==> config.mk <==
export PLATFORM = sky130hd
export DESIGN_NAME = reg_share_arbiter
export DESIGN_NICKNAME = d
export VERILOG_FILES = /design/src/rtl/reg_share_arbiter.sv
export SDC_FILE = /design/constraint.sdc
export NUM_CORES = 1
export LEC_CHECK = 0
export CAP_MARGIN = 20
export CORE_UTILIZATION = 42
export DETAILED_ROUTE_END_ITERATION = 16
export GPL_TIMING_DRIVEN = 1
export MAX_ROUTING_LAYER = met4
export PLACE_DENSITY = 0.81
export SLEW_MARGIN = 40
export SYNTH_ARGS = -nofsm -noshare
export SYNTH_HDL_FRONTEND = slang
export SYNTH_SLANG_ARGS = --single-unit
==> constraint.sdc <==
create_clock -name clk -period 3.15 [get_ports clk]
set_clock_uncertainty 0.15 [all_clocks]
set_input_delay 0.4725 -clock clk [delete_from_list [all_inputs] [get_ports clk]]
set_output_delay 0.4725 -clock clk [all_outputs]
set_load 0.02 [all_outputs]
The metal 1 layer:
Drawn at 6 px/um. Supply wires on this layer in grey.
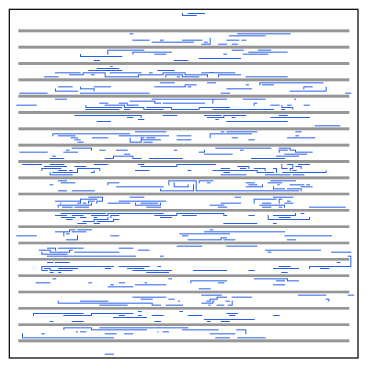
main direction	horizontal
longest straight run	17.0 um
nets with wire on the layer	185
share of all routed wire	39%
wire length on this layer	1,250 um
Vias: 1,110
final WL: 3220 um

Metal 2:
Drawn at 4 px/um. Cells faint in the background.
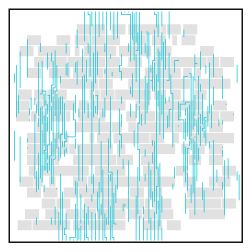
nets with wire on the layer	190
longest straight run	26.2 um
met2 Use GR: 0.381

==> results.py <==
# Flow results
metrics = {
    "final_layout": {
        "finalNonFillerCells": 204,
        "layout-drive-gt1-share": 0.145,
        "antenna_cells": 0,
        "final_util": 0.715,
        "area_delta_synth_final_pct": 55.5,
        "final_nets": 213,
        "final_area_um2": 2040,
    },
    "global_routing": {
        "antenna_found_initial": 0,
        "grt_pass1_vias": 1122,
        "overflow": 0,
        "grtUsageTotal": 0.205,
        "grt_start_max_net_pins": 23,
        "grt_pass1_wl_um": 5090,
    },
    "timing": {
        "setup-tns-final_ns": 0,
        "slew_headroom": 0.547,
        "period_needed_ns": 2.66,
        "setup_viol": 0,
        "rsz0062_at_grt": "false",
        "clock.fmax_ghz": 0.377,
        "finalCritPeriodShare": 0.843,
        "finalMaxSlewViolations": 0,
        "worstMarginPinSlew_ns": 0.680,
        "finalHoldViolCount": 0,
    },
    "worst_setup_path": {
        "r2r_slack_ns": 0.76,
        "crit_required_ns": 2.53,
        "critical_path_class": "register to primary output",
        "setup.worst_path.start_class": "register",
        "reg2regPathDepth": 3,
        "endpoint_kind": "primary output",
        "critical_path.max_fanout": 6,
        "critical_path_arrival_ns": 2.03,
    },
    "synth": {
        "synth_area_leader_cell": "dfrtp_1",
        "synth-seq-area-share": 0.422,
        "synth.net_count": 146,
        "synthFlopType": "dfrtp_1",
        "netlist.area_leader.share": 0.382,
        "syn_area_um2": 1310,
        "edf_count": 0,
        "synth.distinct_cells": 35,
        "ys_area_um2": 1310,
        "ys_cells": 107,
        "numSynthFlops": 22,
        "postSynthAreaPerCell_um2": 12.3,
        "yosys_warnings": 0,
        "common_cells": "dfrtp_1, inv_1, mux2_2",
        "synth_cells": 107,
        "synth.area.top_cells": "dfrtp_1, mux4_2, mux4_1",
        "yosysMostFrequentCell": "dfrtp_1",
        "async_flop_share": 1.00,
    },
    "place": {
        "place_inst": 199,
        "placed_cell_area_um2": 1980,
        "dpl.hpwl_um": 2610,
        "io_buffers": 67,
        "place.gp.congestion": 0.776,
    },
    "pwr": {
        "clock_power_share": 0.108,
        "combPwrFrac": 0.580,
        "p_leak_nw": 0.860,
        "ir_drop_mv": 0.708,
        "seq_power_share": 0.311,
        "powerSeq_mw": 0.617,
        "power.group.top": "combinational cells",
        "p_clk_mw": 0.215,
        "p_per_area_nw_per_um2": 972,
        "p_int_mw": 1.19,
        "switching_share": 0.398,
        "p_comb_mw": 1.15,
        "p_switching_mw": 0.790,
        "total_power_mw": 1.98,
    },
    "floorplanning": {
        "rows": 19,
        "initCoreUtil": 0.460,
        "chip_area_um2": 3350,
        "die_h_um": 57.9,
        "ios": 68,
        "die_w_um": 57.9,
        "coreArea_um2": 2850,
    },
    "route": {
        "drt_iter0_drc": 51,
        "dr.pass1.iters": 12,
        "wl_per_cell_um": 15.8,
        "routed-wl-met3_um": 151,
        "viasPerCell": 5.44,
        "route.met2.wl_um": 1800,
        "top_layer": "met4",
        "ant_nets": 0,
        "drc": 1,
        "met1_length_um": 1250,
    },
    "clock_network": {
        "clkSlewWorstSetupHoldPaths_ns": 0.13,
        "clock.latency.late_pin_ns": 0.31,
        "cts_made_buffers": 3,
        "cts_tree": "built",
        "clock-sinks": 22,
        "htreeDepth": 1,
        "clock_path_buffers": 2,
        "postCtsSetupRepairBufs": 0,
        "clk_root_buffer_cell": "clkbuf_4",
    },
    "hold_path": {
        "min_path_type": "register to register",
        "worstHoldPathCells": 1,
    },
    "run": {
        "drv_cap": 0,
        "warnings": 26,
    },
    "status": {
        "outcome": "finished with violations",
        "failed_checks": "DRC",
    },
}
[final cells by class]
cell class | count | area, um2
clock buffers | 3 | 22.5
inverters | 9 | 33.8
fillers | 215 | 813
well taps | 31 | 38.8
flip-flops and latches | 22 | 553
repair buffers | 68 | 676
clock inverters | 1 | 30.0
multi-input cells | 70 | 686
[layout by cell type, fill, tap and decap left out, drive strengths merged, types with 2 or more instances in the layout]
cell type      synthesis  final
clkdlybuf4s50          0     66
dfrtp                 20     20
mux2                  11     11
inv                    9      9
mux4                   9      9
xnor2                  7      7
nor2                   4      4
and3                   4      4
nand4                  4      4
nor2b                  3      3
nor3                   3      3
a21oi                  3      3
clkbuf                 3      3
nand2                  3      3
nor3b                  2      2
nand3                  2      2
a21o                   2      2
dfstp                  2      2
nand2b                 2      2
[through the flow]
step | setup WS [ns] | hold WS, ns
detailed placement | 0.659 | 0.314
CTS | 0.475 | 0.335
global placement | 0.735 | 0.313
finish | 0.495 | 0.336
global route | 0.374 | 0.345
floorplan | 1.15 | 0.0269
[timing repair]
action | CTS | global route
endpoints found under the hold margin | 20 | 0
hold buffers | 1 | 0
gates resized | 0 | 0
endpoints found under the setup margin | 0 | 0
[worst max-delay path, cell delays in order, from the launching register on]
cell	delay, ns
dfrtp_1	0.47
nor2_1	0.34
inv_1	0.16
and3_1	0.21
clkdlybuf4s50_1	0.55
[cells by family (layout without fill, tap and decap cells)]
logic type	count (synthesis)	in the layout	share of synthesized area
DFF	22	22	0.422
buffers and inverters	15	81	0.0553
and+or+nand+nor	32	32	0.149
AOI/OAI and AO/OA	9	9	0.0439
adders and majority gates	1	1	0.00954
xor gates and xnor gates	7	7	0.0468
muxes	21	21	0.274
[routing by layer]
layer,GRT usage,vias up
li1,-,525
met1,0.225,548
met2,0.381,35
met3,0.0513,2
met4,0.0306,0
met5,-,-
Power is estimated from default activity; no workload was simulated.
